`src/rtl/pico_sequencer.sv`:
```
// picoMips instruction-phase controller: PC, FETCH/DECODE/EXEC/WB FSM with HEI wait, SW8 debounce.
// Optional: define PICO_SINGLE_STEP_EN to add the `step` input that gates FETCH one instruction at a time.
module pico_sequencer #(
  parameter int PC_WIDTH   = 5,
  parameter int PROG_LAST  = 23,
  parameter int DEB_CYCLES = 4,
  parameter int DEB_WIDTH  = 3
) (
  input  logic                Clock,
  input  logic                nReset,
  input  logic [2:0]          func,
  input  logic                hei_arg,
  input  logic                sw_go,
`ifdef PICO_SINGLE_STEP_EN
  input  logic                step,
`endif
  output logic [PC_WIDTH-1:0] pc,
  output logic [1:0]          phase,
  output logic                fetch_en,
  output logic                acc_we,
  output logic                reg_we,
  output logic                waiting,
  output logic                go_db
);

  localparam logic [2:0] OP_HEI = 3'b110;
  localparam logic [2:0] OP_ATR = 3'b111;

  localparam logic [DEB_WIDTH-1:0] DEB_LAST     = DEB_WIDTH'(DEB_CYCLES - 1);
  localparam logic [PC_WIDTH-1:0]  PROG_LAST_PC = PC_WIDTH'(PROG_LAST);

  typedef enum logic [2:0] {
    S_FETCH,
    S_DECODE,
    S_EXEC,
    S_WB,
    S_WAIT
  } state_t;

  state_t               state, state_next;
  logic                 go_s1, go_s2;
  logic [DEB_WIDTH-1:0] deb_cnt;
  logic                 fetch_go;
  logic [PC_WIDTH-1:0]  pc_next;

  // SW8: 2-flop synchroniser, then go_db toggles after DEB_CYCLES stable disagreeing cycles
  always_ff @(posedge Clock or negedge nReset) begin
    if (!nReset) begin
      go_s1   <= 1'b0;
      go_s2   <= 1'b0;
      go_db   <= 1'b0;
      deb_cnt <= '0;
    end else begin
      go_s1 <= sw_go;
      go_s2 <= go_s1;
      if (go_s2 != go_db) begin
        if (deb_cnt == DEB_LAST) begin
          go_db   <= ~go_db;
          deb_cnt <= '0;
        end else begin
          deb_cnt <= deb_cnt + 1'b1;
        end
      end else begin
        deb_cnt <= '0;
      end
    end
  end

`ifdef PICO_SINGLE_STEP_EN
  logic step_s1, step_s2, step_d;

  always_ff @(posedge Clock or negedge nReset) begin
    if (!nReset) begin
      step_s1 <= 1'b0;
      step_s2 <= 1'b0;
      step_d  <= 1'b0;
    end else begin
      step_s1 <= step;
      step_s2 <= step_s1;
      step_d  <= step_s2;
    end
  end

  // One-cycle rise pulse; only consumed in FETCH, so edges seen elsewhere are lost
  assign fetch_go = step_s2 & ~step_d;
`else
  assign fetch_go = 1'b1;
`endif

  assign pc_next = (pc >= PROG_LAST_PC) ? '0 : pc + 1'b1;

  always_ff @(posedge Clock or negedge nReset) begin
    if (!nReset) begin
      state <= S_FETCH;
      pc    <= '0;
    end else begin
      state <= state_next;
      if (state == S_WB) pc <= pc_next;
    end
  end

  always_comb begin
    state_next = state;
    phase      = 2'd0;
    fetch_en   = 1'b0;
    acc_we     = 1'b0;
    reg_we     = 1'b0;
    waiting    = 1'b0;
    case (state)
      S_FETCH: begin
        fetch_en = 1'b1;
        if (fetch_go) state_next = S_DECODE;
      end
      S_DECODE: begin
        phase      = 2'd1;
        state_next = S_EXEC;
      end
      S_EXEC: begin
        phase = 2'd2;
        if (func == OP_HEI && go_db == hei_arg) state_next = S_WAIT;
        else                                     state_next = S_WB;
      end
      S_WAIT: begin
        phase   = 2'd2;
        waiting = 1'b1;
        if (go_db != hei_arg) state_next = S_WB;
      end
      S_WB: begin
        phase      = 2'd3;
        acc_we     = (func != OP_HEI) && (func != OP_ATR);
        reg_we     = (func == OP_ATR);
        state_next = S_FETCH;
      end
      default: state_next = S_FETCH;
    endcase
  end

endmodule
```
`config.mk`:
```
export PLATFORM = sky130hd
export DESIGN_NAME = pico_sequencer
export DESIGN_NICKNAME = d
export VERILOG_FILES = /design/src/rtl/pico_sequencer.sv
export SDC_FILE = /design/constraint.sdc
export NUM_CORES = 1
export LEC_CHECK = 0
export CAP_MARGIN = 20
export CORE_MARGIN = 10
export CORE_UTILIZATION = 45
export CTS_CLUSTER_SIZE = 28
export DETAILED_ROUTE_END_ITERATION = 6
export MAX_ROUTING_LAYER = met4
export PLACE_DENSITY_LB_ADDON = 0.05
export SLEW_MARGIN = 10
export SYNTH_ARGS = -nofsm -noshare
export SYNTH_HDL_FRONTEND = slang
export SYNTH_SLANG_ARGS = --single-unit
export TNS_END_PERCENT = 20
```
`constraint.sdc`:
```
create_clock -name Clock -period 1.6 [get_ports Clock]
set_input_delay 0.32 -clock Clock [delete_from_list [all_inputs] [get_ports Clock]]
set_output_delay 0.32 -clock Clock [all_outputs]
set_load 0.01 [all_outputs]
```
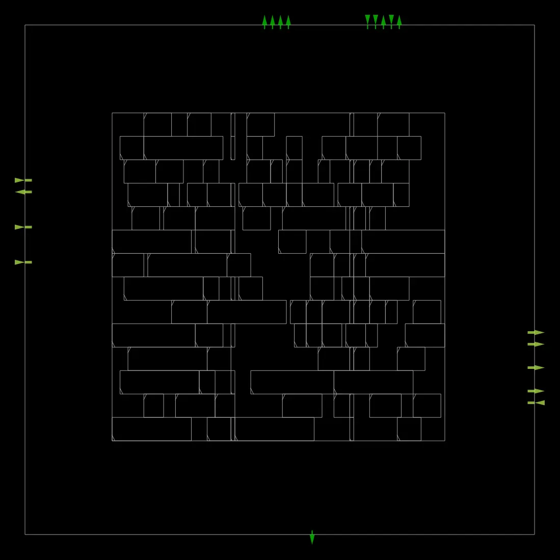
**Above:** cell outlines without signal wires.
# Taps: 16
final core occ: 66.41%
Core Rows: 14
Finished Layout Cells: 111
Flop Count: 14

==> out/results.txt <==
layout cell share with drive strength beyond 1 -> 26.32%
CTS Buffer Depth -> 2
postcts setup bufs -> 0
ANT cells -> 0
YS warnings -> 0
clk latency late pin -> 0.28 ns
Clock power frac -> 12.3%
post-CTS sizing -> 24
P_int -> 0.9614 mW
Combinational Power Share -> 48.6%
Vias -> 622
Seq share, synth -> 50.72%
Req. time, crit path -> 1.81 ns
PnR worst setup slack -> 0.05747 ns
chip area -> 0.003502 mm^2
worst min path class -> primary input to async pin
Max-slew headroom -> 76.30%
chip height -> 59.18 um
VDD IR max -> 0.0009157 V
H-tree lvl count -> 1
Place WS -> -0.2697 ns
post-route ant nets -> 0
max-slew violations -> 0
Avg WL per Cell -> 13.79 um
syn nets -> 74
Iter 0 DRT Violations -> 9
Routed WL -> 1531 um
Final HPWL DP -> 1197 um
Post-CTS Hold Buffers -> 0
P_leak -> 0.4794 nW
TritonRoute pass-1 iters -> 4
# port buffers -> 18
Switching Share -> 39.93%
first-pass GRT wire length -> 2546 um
root buf cell -> clkbuf_4
number of DRC violations after detailed routing -> 0
CTS tree -> yes
total grt overflow -> 0
top cell type by total area after synthesis -> dfrtp_1
fmax -> 648.3 MHz
number of max-cap violations -> 0
io pins -> 19
antenna violations before repair -> 0
nets@finish -> 106
Die Width -> 59.18 um
Synth top area share -> 50.72%
CTS buffer count -> 3
CP Launch Type -> flop
synthesis area per yosys -> 690.7 um^2
Flop pwr share -> 39.1%
Tot GR Track Use -> 9.607%
clock sink total -> 14
period utilization -> 96.41%
# Cells Yosys -> 65
Area growth syn-to-layout -> 41.49%
synthesized area -> 690.7 um^2
Netlist cell types -> 29
CP Class -> flop to flop
pwr dens -> 1638 mW/mm^2
CP Max Fanout -> 8
Mapped Avg Cell Area -> 10.63 um^2
CORE AREA -> 0.001471 mm^2
vias in the first global route -> 579
Hold Vio Cnt, Final -> 0
P_sw -> 0.6390 mW
Layout Skew -> 0.008091 ns
Mapped Cells -> 65
Arrival @ worst endpoint -> 1.75 ns
Fin Setup TNS -> 0 ns
Total Power -> 1.600 mW
Crit. End Element -> flop
Starting Density -> 46.94%
Registers, synthesis -> 14
Hold WS -> 0.3360 ns
top cells, area -> dfrtp_1, a21oi_1, ha_1
Via density -> 5.604
Period minus WS final -> 1.543 ns
status -> complete, no violations
clock-pin slew on the worst setup and hold paths -> 0.08 ns
largest net degree at the start of global routing -> 15
final setup fails -> 0
placer congestion estimate -> 0.8111
tally of OpenROAD warnings -> 27
Worst Tran Pin Value -> 0.3509 ns
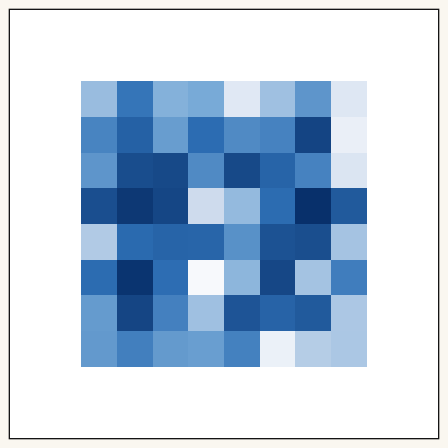
**Above:** cell area per tile.
The die is cut into 12 by 12 equal tiles; white is low, dark blue is high, 0 to 100% covered.
- mean over tiles: 27%
- tiles over 75% full: 18%
- nearly empty tiles: 56%
- densest ninth of the die: centre
- fullest tile: 100%

-- registers in the layout, indices dropped and copies added, names as in the netlist --
signal   cells
pc           5
deb_cnt      3
go_s1        1
go_s2        1
state        3
go_db        1
-- area by class of cell --
cell class	instances	area [um^2]
Fill cell	129	494.2
Multi-Input combinational cell	49	340.3
Clock buffer	3	22.52
Tap cell	16	20.02
Timing Repair Buffer	28	236.5
Inverter	1	3.754
Sequential cell	14	354.1
-- kinds of logic (layout without fill, tap and decap cells) --
kind of cell	count (synthesis)	count (layout)	synth area share (%)
flops	14	14	50.73
fa+ha+maj	2	2	3.623
mux	2	2	3.080
xor+xnor	3	3	3.805
compound gates	17	17	15.22
buf+inv	2	32	1.267
simple gates	25	25	22.28
-- path summary, 6_finish.rpt --
check | startpoint | to | slack (ns) | cells after the start
max | state[2] | pc[3] | 0.06 | 5
min | nReset | pc[1] | 0.34 | 2
max reg2reg | state[2] | pc[3] | 0.06 | 5
min reg2reg | go_s1 | go_s2 | 0.38 | 0
max in group asynchronous | nReset | go_db | 1.08 | 2
min in group Clock | go_s1 | go_s2 | 0.38 | 0
-- routing by layer --
layer  up-vias  GRT usage, %  part of all wire, %
li1        304             -                    -
met1       299         10.74                   46
met2        16         14.86                   47
met3         3         3.219                  5.7
met4         0         4.918                  1.4
met5         -             -                    0
-- through the flow --
stage	instances	cell area (um^2)
final	111	977.2
after detailed placement	108	960.9
after CTS	111	979.7
after global placement	108	960.9
after global routing	111	977.2
after floorplan	65	690.7
-- cell usage after synthesis, drive strengths merged --
cell type / instances
a221oi: 1
mux2i: 1
a21oi: 5
ha: 2
nand3b: 1
nand2: 6
and3b: 1
o41ai: 1
xor2: 1
a22oi: 2
dfrtp: 14
mux2: 1
nor2b: 3
a41oi: 1
o21bai: 1
nor3b: 2
or4b: 1
nand3: 1
nor2: 3
o21ai: 5
nand2b: 1
inv: 1
xnor2: 2
buf: 1
and4b: 1
a31oi: 1
nor3: 4
nand4: 1
-- cell usage in the layout, fill, tap and decap left out --
cell and instances:
o21bai_1 1, nor2b_1 3, mux2_2 1, buf_2 4, o21ai_1 1, clkdlybuf4s50_1 6
a221oi_1 1, a22oi_1 2, nand2b_1 1, inv_1 1, nand3_1 1, buf_6 1
dfrtp_1 11, dlymetal6s2s_1 3, buf_4 9, o41ai_1 1, mux2i_1 1, nor3b_2 1
nor3_1 4, dlygate4sd2_1 4, a21oi_1 4, clkbuf_2 1, or4b_1 1, o21ai_0 4
ha_1 2, and3b_1 1, nor2_1 3, nand3b_4 1, xor2_1 1, nand4_1 1
and4b_1 1, a41oi_1 1, nand2_1 6, a21oi_2 1, clkbuf_4 3, xnor2_1 2
a31oi_1 1, dfrtp_2 3, nor3b_1 1
-- power groups by stage --
stage	combinational (mW)	clock, mW	sequential (mW)
final	0.777	0.197	0.626
after global routing	0.864	0.214	0.652
after CTS	0.807	0.203	0.626
after detailed placement	0.858	0	0.622
after global placement	0.850	0	0.616
after floorplan	0.369	0	0.661
-- worst max-delay path, cell delays in order, from the launching register on --
cell and delay, ns:
dfrtp_1 0.40, buf_6 0.14, nand3b_4 0.16, buf_4 0.16
or4b_1 0.50, o21ai_1 0.12
No activity file was given, so power comes from the tool's default toggle rates.
